<file path="config.mk">
export PLATFORM = sky130hd
export DESIGN_NAME = bnn_maxpool_stream
export DESIGN_NICKNAME = d
export VERILOG_FILES = /design/src/rtl/bnn_maxpool_stream.sv
export SDC_FILE = /design/constraint.sdc
export NUM_CORES = 1
export LEC_CHECK = 0
export CORE_MARGIN = 8
export CORE_UTILIZATION = 62
export DETAILED_ROUTE_END_ITERATION = 8
export GPL_ROUTABILITY_DRIVEN = 0
export PLACE_DENSITY = 0.9
export REMOVE_ABC_BUFFERS = 1
export SYNTH_ARGS = -nofsm -noshare
export SYNTH_HDL_FRONTEND = slang
export SYNTH_SLANG_ARGS = --single-unit
</file>
<file path="constraint.sdc">
create_clock -name clk -period 4.17 [get_ports clk]
set_input_delay 0.834 -clock clk [delete_from_list [all_inputs] [get_ports clk]]
set_output_delay 0.834 -clock clk [all_outputs]
set_load 0.005 [all_outputs]
</file>
<file path="src/rtl/bnn_maxpool_stream.sv">
// Streaming binary max-pool over stride-aligned POOL_DIM x POOL_DIM windows; define POOL_MAJORITY_EN for majority-vote reduction.
// Latency 1 cycle from completing pixel to o_valid; single-entry output stage, o_ready drops while a result is held.
module bnn_maxpool_stream #(
    parameter int IMG_DIM  = 28,
    parameter int POOL_DIM = 2,
    parameter int STRIDE   = 2,
    parameter int CHANNELS = 1
) (
    input  logic                clk,
    input  logic                rst_n,
    input  logic                i_valid,
    output logic                o_ready,
    input  logic [CHANNELS-1:0] i_data,
    output logic                o_valid,
    input  logic                i_ready,
    output logic [CHANNELS-1:0] o_data,
    output logic                o_last
);

    localparam int OUT_DIM  = (IMG_DIM - POOL_DIM) / STRIDE + 1;
    localparam int BUF_LEN  = IMG_DIM * (POOL_DIM - 1) + POOL_DIM;
    localparam int CW       = $clog2(IMG_DIM);
    localparam int PW       = (STRIDE > 1) ? $clog2(STRIDE) : 1;
    localparam int LAST_POS = POOL_DIM - 1 + (OUT_DIM - 1) * STRIDE;

    localparam logic [CW-1:0] C_MAX  = CW'(IMG_DIM - 1);
    localparam logic [CW-1:0] C_WIN0 = CW'(POOL_DIM - 1);
    localparam logic [CW-1:0] C_LAST = CW'(LAST_POS);
    localparam logic [PW-1:0] P_MAX  = PW'(STRIDE - 1);

    // Entry k holds the pixel accepted k+1 beats ago; the live input acts as entry 0.
    logic [CHANNELS-1:0] r_buf [0:BUF_LEN-2];

    logic [CW-1:0]       r_col, r_row, w_col_nxt, w_row_nxt;
    logic [PW-1:0]       r_cph, r_rph, w_cph_nxt, w_rph_nxt;
    logic                r_valid, r_last;
    logic [CHANNELS-1:0] r_data;
    logic                w_acc, w_hit, w_last_win;
    logic [CHANNELS-1:0] w_red;

    assign o_valid = r_valid;
    assign o_data  = r_data;
    assign o_last  = r_last;
    assign o_ready = !r_valid || i_ready;
    assign w_acc   = i_valid && o_ready;

    assign w_hit      = (r_row >= C_WIN0) && (r_col >= C_WIN0) && (r_cph == '0) && (r_rph == '0);
    assign w_last_win = w_hit && (r_row == C_LAST) && (r_col == C_LAST);

    // Phases are pinned to 0 at the first full-window row/column, then step modulo STRIDE.
    always_comb begin
        w_col_nxt = r_col + 1'b1;
        w_row_nxt = r_row;
        w_cph_nxt = r_cph;
        w_rph_nxt = r_rph;
        if (r_col == C_MAX) begin
            w_col_nxt = '0;
            w_row_nxt = (r_row == C_MAX) ? '0 : r_row + 1'b1;
            w_rph_nxt = ((w_row_nxt == C_WIN0) || (r_rph == P_MAX)) ? '0 : r_rph + 1'b1;
        end
        w_cph_nxt = ((w_col_nxt == C_WIN0) || (r_cph == P_MAX)) ? '0 : r_cph + 1'b1;
    end

`ifdef POOL_MAJORITY_EN
    localparam int PCW = $clog2(POOL_DIM * POOL_DIM + 1);
    localparam logic [PCW-1:0] MAJ_TH = PCW'((POOL_DIM * POOL_DIM + 1) / 2);
    logic [PCW-1:0] w_cnt [CHANNELS];

    always_comb begin
        for (int ch = 0; ch < CHANNELS; ch++) begin
            w_cnt[ch] = PCW'(i_data[ch]);
            for (int c = 1; c < POOL_DIM; c++)
                w_cnt[ch] = w_cnt[ch] + PCW'(r_buf[c-1][ch]);
            for (int r = 1; r < POOL_DIM; r++)
                for (int c = 0; c < POOL_DIM; c++)
                    w_cnt[ch] = w_cnt[ch] + PCW'(r_buf[r*IMG_DIM+c-1][ch]);
            w_red[ch] = (w_cnt[ch] >= MAJ_TH);
        end
    end
`else
    always_comb begin
        w_red = i_data;
        for (int c = 1; c < POOL_DIM; c++)
            w_red = w_red | r_buf[c-1];
        for (int r = 1; r < POOL_DIM; r++)
            for (int c = 0; c < POOL_DIM; c++)
                w_red = w_red | r_buf[r*IMG_DIM+c-1];
    end
`endif

    // Line buffer needs no reset: every tap is rewritten before a window can complete.
    always_ff @(posedge clk) begin
        if (w_acc) begin
            r_buf[0] <= i_data;
            for (int k = 1; k < BUF_LEN - 1; k++)
                r_buf[k] <= r_buf[k-1];
        end
    end

    always_ff @(posedge clk or negedge rst_n) begin
        if (!rst_n) begin
            r_col   <= '0;
            r_row   <= '0;
            r_cph   <= '0;
            r_rph   <= '0;
            r_valid <= 1'b0;
            r_data  <= '0;
            r_last  <= 1'b0;
        end else begin
            if (w_acc) begin
                r_col <= w_col_nxt;
                r_row <= w_row_nxt;
                r_cph <= w_cph_nxt;
                r_rph <= w_rph_nxt;
            end
            if (w_acc && w_hit) begin
                r_valid <= 1'b1;
                r_data  <= w_red;
                r_last  <= w_last_win;
            end else if (r_valid && i_ready) begin
                r_valid <= 1'b0;
            end
        end
    end

endmodule
</file>
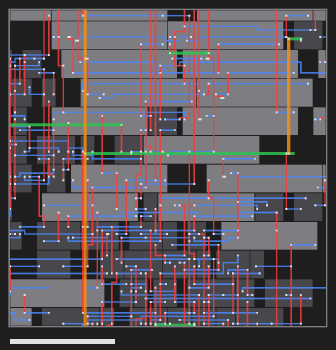
(run_1/zoom.png)
Scale bar: 10 µm. Window x 20 to 50, y 20 to 50 µm. Cells in grey, sequential cells in the stronger grey; small squares are vias.
blue -> met1
green -> met3
red -> met2
orange -> met4
most frequent = edfxtp_1 (9), nand2_1 (6), dfrtp_1 (6)
sequential cells in the window = 15
netlist names of flops here include = r_buf (9), r_col (2)
cells with their middle in the window = 58

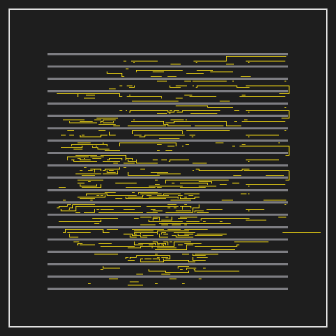
(run_1/met1.png)
Supply wires on this layer in grey.
nets with wire on the layer = 136
wire length on this layer = 1220 µm
main direction = horizontal
longest straight run = 15.6 µm

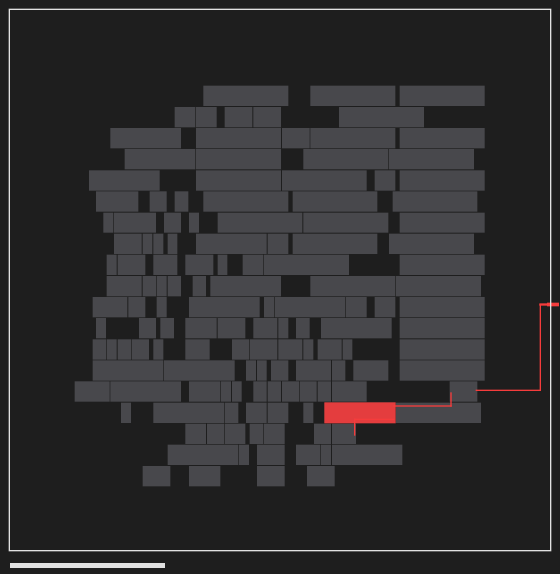
(run_1/port_nets.png)
Scale bar: 20 µm.
red -> o_valid  # direction output, end cells 1, buffers 1, wire 36.3 µm

==> out/results.txt, run 1 <==
Clk_lat worst skew = 0.35 ns
Status = complete, no violations
Initial DRC Count = 42
Chip width = 69.55 µm
CTS buffer count = 5
Overall Global Routing Usage = 0.1195
Met2 Resource Use GR = 0.1803
Synthesis Warnings = 0
Chip area in the Yosys report = 1778 µm²
First-pass GRT wire length = 4.671 mm
Slew @ Worst Pin = 0.7736 ns
# Max-Cap Violations = 0
Hold WS = 0.4302 ns
Met3 usage = 0.03004
Adder share = 0.04222
Startpoint Class = input port
Layout net count = 147
Crit path DAT = 1.94 ns
Power density cells = 602.2 nW/µm²
RSZ-0062 raised after global routing = false
Pin count of the biggest net entering global routing = 22
Fp_density = 0.6503
DRC Markers = 0
Post-synthesis register bit count = 44
Reg clk slew, reported paths = 0.12 ns
H-Tree Depth = 2
Ports = 9
Worst slew margin = 0.4842
Fraction of layout cells with a size suffix above 1 = 0.1314
Xor/xnor share = 0.004926
AND/OR/NAND/NOR Cells, Area Fraction = 0.1323
Synth logic family = simple AND/OR/NAND/NOR gates
Final tally of max-slew violations = 0
CP Capture Type = primary output
P_leak = 0.7488 nW
Top Usage Layer GRT = met2
Complex Gates by Area = 0.05771
==> run 1: cell type report <==
type | count | area [µm²]
clock buffer | 5 | 37.54
fill | 181 | 769.5
multi-input combinational | 70 | 485.5
tap | 31 | 38.79
timing repair buffer | 9 | 87.58
clock inverter | 3 | 46.29
sequential | 44 | 1246
inverter | 6 | 22.52
==> run 1: worst min path at each step <==
stage	cells past startpoint	slack, ns	to
2_1_floorplan	0	0.40	r_buf[0][10]
3_3_place_gp	0	0.40	r_buf[0][3]
3_5_place_dp	0	0.40	r_buf[0][9]
4_1_cts	0	0.43	r_buf[0][7]
5_1_grt	0	0.42	r_buf[0][7]
6_report	0	0.43	r_buf[0][7]
==> run 1: state kept, by name (all words and copies together), names as in the netlist <==
register,flops
r_row,5
r_cph,1
r_col,5
o_last,1
r_rph,1
o_valid,1
o_data,1
r_buf,29
==> run 1: critical path, stage by stage <==
cell and delay (ns):
clkdlybuf4s50_1 0.45, nand2b_2 0.15, clkdlybuf4s50_1 0.51
==> run 1: report_power, final <==
| group | switching, mW | internal [mW] | total, mW |
|---|---|---|---|
| logic | 0.131 | 0.122 | 0.252 |
| registers | 0.0918 | 0.579 | 0.670 |
| clock network | 0.132 | 0.128 | 0.260 |
==> run 1: metrics by stage <==
stage	setup WS [ns]	util	cells	cell area, µm²
after floorplan	1.541	-	120	1754
after global placement	1.396	0.6879	160	1881
after detailed placement	1.280	0.6879	160	1881
after CTS	1.391	0.7185	168	1964
after global routing	1.343	0.7185	168	1964
final	1.391	0.7185	168	1964
==> run 1: kinds of logic after synthesis <==
| kind of cell | after synthesis |
|---|---|
| DFF | 44 |
| and+or+nand+nor | 42 |
| buffers and inverters | 9 |
| xor gates and xnor gates | 1 |
| muxes | 5 |
| AOI/OAI and AO/OA | 16 |
| adders and majority gates | 6 |
==> run 1: cell usage after synthesis <==
library cell  number  area share
xnor2_1            1      0.0049
mux2_2             3       0.019
buf_4              1      0.0042
and4b_1            2       0.011
nand3_2            1      0.0056
nor3b_1            1      0.0042
nand2b_2           1      0.0049
a311o_1            1      0.0056
o31ai_1            1      0.0042
o21ai_1            1      0.0028
and2_1             1      0.0035
nand2_1           11       0.023
a31oi_1            2      0.0070
nor4_1             2      0.0070
a32o_1             1      0.0056
nand3b_1           1      0.0042
a21oi_1            2      0.0056
or4_1              1      0.0042
nor4b_1            1      0.0049
edfxtp_1          29        0.49
and3_1             1      0.0035
nor2_1             7       0.015
and2_2             1      0.0042
or3b_2             1      0.0049
a41oi_1            1      0.0049
buf_2              1      0.0028
or3_1              2      0.0070
mux2_4             2       0.017
nand3_1            5       0.014
o41ai_1            1      0.0049
dfrtp_1           15        0.21
inv_1              6       0.013
o21ai_0            6       0.017
nand4_1            2      0.0070
ha_1               6       0.042
buf_6              1      0.0063
nor2b_1            1      0.0035
==> run 1: routing by layer <==
| metal | vias up | share of wire |
|---|---|---|
| met2 | 13 | 0.48 |
| met3 | 7 | 0.025 |
| met5 | - | 0 |
| met1 | 482 | 0.47 |
| li1 | 485 | - |
| met4 | 0 | 0.024 |
==> run 2: changes to the inputs <==
--- a/config.mk
+++ b/config.mk
@@ -6,10 +6,10 @@
 export NUM_CORES = 1
 export LEC_CHECK = 0
 export CORE_MARGIN = 8
-export CORE_UTILIZATION = 62
+export CORE_UTILIZATION = 58
 export DETAILED_ROUTE_END_ITERATION = 8
 export GPL_ROUTABILITY_DRIVEN = 0
-export PLACE_DENSITY = 0.9
+export PLACE_DENSITY = 0.85
 export REMOVE_ABC_BUFFERS = 1
 export SYNTH_ARGS = -nofsm -noshare
 export SYNTH_HDL_FRONTEND = slang
==> constraint.sdc (replaced) <==
create_clock -name clk -period 2.7 [get_ports clk]
set_input_delay 0.54 -clock clk [delete_from_list [all_inputs] [get_ports clk]]
set_output_delay 0.54 -clock clk [all_outputs]
set_load 0.005 [all_outputs]
==> run 2 against run 1 <==
Compared with the run above:
- cell count up 1.2%
- via count increased by 1.5%
- register-to-register slack worse by 1.4 ns
- clock power grew 13%
- count of clock-buffer cells in the layout up 1
- global-route usage rose by 0.41 points
- sequential cell count unchanged
- clock skew down 0.0014 ns
- largest cell class unchanged
- largest power group unchanged
- highest routed layer unchanged
==> out/results.txt, run 2 <==
Largest regs = r_buf: 29 flops, r_col: 5 flops, r_row: 5 flops
Status = complete, no violations
Most common reg cell = edfxtp_1
Initial DRC Count = 68 (+62%)
Sw Ratio = 0.3174 (+0.01776)
Fp_density = 0.5971 (-0.05328)
Fraction of layout cells with a size suffix above 1 = 0.1241 (-0.007299)
Crit path depth = 3 (unchanged)
Cell family with most CP delay = buffers and inverters
RSZ-0062 raised after global routing = false
CP Capture Type = primary output
DRC Markers = 0 (unchanged)
Fin util = 0.6504 (-0.06812)
Reg power frac = 0.597 (+0.030)
Layout net count = 147 (unchanged)
Slew @ Worst Pin = 0.6872 ns (-0.08645 ns)
Clk_lat worst skew = 0.35 ns (about the same)
Post-synth tally of flip-flops with integrated enable = 29 (unchanged)
Post-synth ARST share = 0.3409 (unchanged)
Crit path DAT = 1.63 ns (-0.31 ns)
Switching power = 0.5501 mW (+55%)
Final tally of max-slew violations = 0 (unchanged)
Top cell area share = 0.4898 (unchanged)
Logic area = 485.5 µm² (unchanged)
Ports = 9 (unchanged)
CTS buffer count = 5 (unchanged)
Post-synthesis register bit count = 44 (unchanged)
Clock group share of total power = 0.170 (-0.050)
Final worst setup slack = 0.5274 ns (-0.8637 ns)
Reg clk slew, reported paths = 0.11 ns (about the same)
Internal power = 1.183 mW (+43%)
Max FFs per register = 29 (unchanged)
Startpoint Class = input port
Biggest register = r_buf
Synthesis Warnings = 0 (unchanged)
run 2: cell type report:
cell class	count	area share
Multi-Input combinational cell	70	0.2506
Timing Repair Buffer	9	0.04522
Inverter	6	0.01163
Clock inverter	2	0.006460
Tap cell	33	0.02132
Clock buffer	6	0.02132
Sequential cell	44	0.6434
run 2: worst min-delay path by stage:
| stage | start | depth (start not counted) | endpoint |
|---|---|---|---|
| floorplan | rst_n | 0 | o_data |
| global placement | r_buf[0][1] | 0 | r_buf[0][2] |
| detailed placement | r_buf[0][5] | 0 | r_buf[0][6] |
| CTS | r_buf[0][5] | 0 | r_buf[0][6] |
| global route | r_buf[0][3] | 0 | r_buf[0][4] |
| finish | r_buf[0][5] | 0 | r_buf[0][6] |
run 2: kinds of logic after synthesis:
kind of cell,count (synthesis),synth area share
multiplexers,5,0.03589
buffers and inverters,9,0.02604
AND/OR/NAND/NOR,42,0.1323
XOR/XNOR,1,0.004927
flip-flops,44,0.7009
adder cells (fa/ha/maj),6,0.04222
AND-OR/OR-AND,16,0.05771
run 2: power by group through the flow:
stage	logic, mW	clock network, mW	registers [mW]
CTS	0.403	0.309	1.04
detailed placement	0.401	0	1.05
finish	0.404	0.294	1.04
global route	0.453	0.318	1.07
global placement	0.374	0	1.04
floorplan	0.288	0	1.01
run 2: through the flow:
| stage | instances | instance area (µm²) |
|---|---|---|
| 2_1_floorplan | 120 | 1754 |
| 3_3_place_gp | 162 | 1883 |
| 3_5_place_dp | 162 | 1883 |
| 4_1_cts | 170 | 1937 |
| 5_1_grt | 170 | 1937 |
| 6_report | 170 | 1937 |
run 2: per-layer routing:
| metal | wire, µm | global-route usage | vias to the layer above |
|---|---|---|---|
| li1 | - | - | 482 |
| met1 | 1163 | 0.1417 | 492 |
| met2 | 1407 | 0.1949 | 21 |
| met3 | 112 | 0.03766 | 7 |
| met4 | 80 | 0.08314 | 0 |
| met5 | 0 | 0 | - |
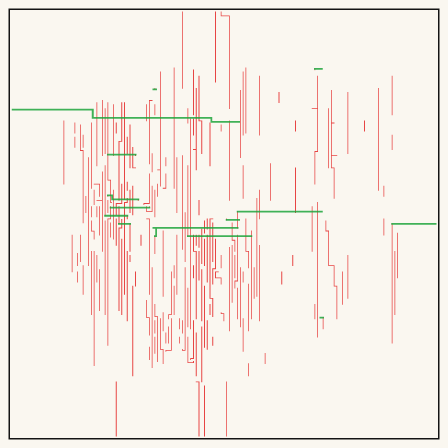
(run_2/metal_stack.png)
Two of the layers only.
green -> met3  # wire length 113 µm
red -> met2  # wire length 1410 µm

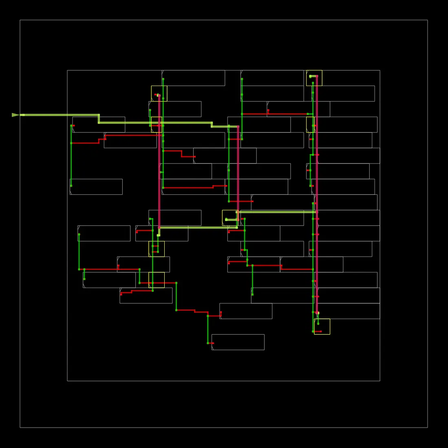
(run_2/final_clocks.png)
clock sink count: 44
sequential cells: 44
Clock Power: 0.294 mW

Power is estimated from default activity; no workload was simulated.
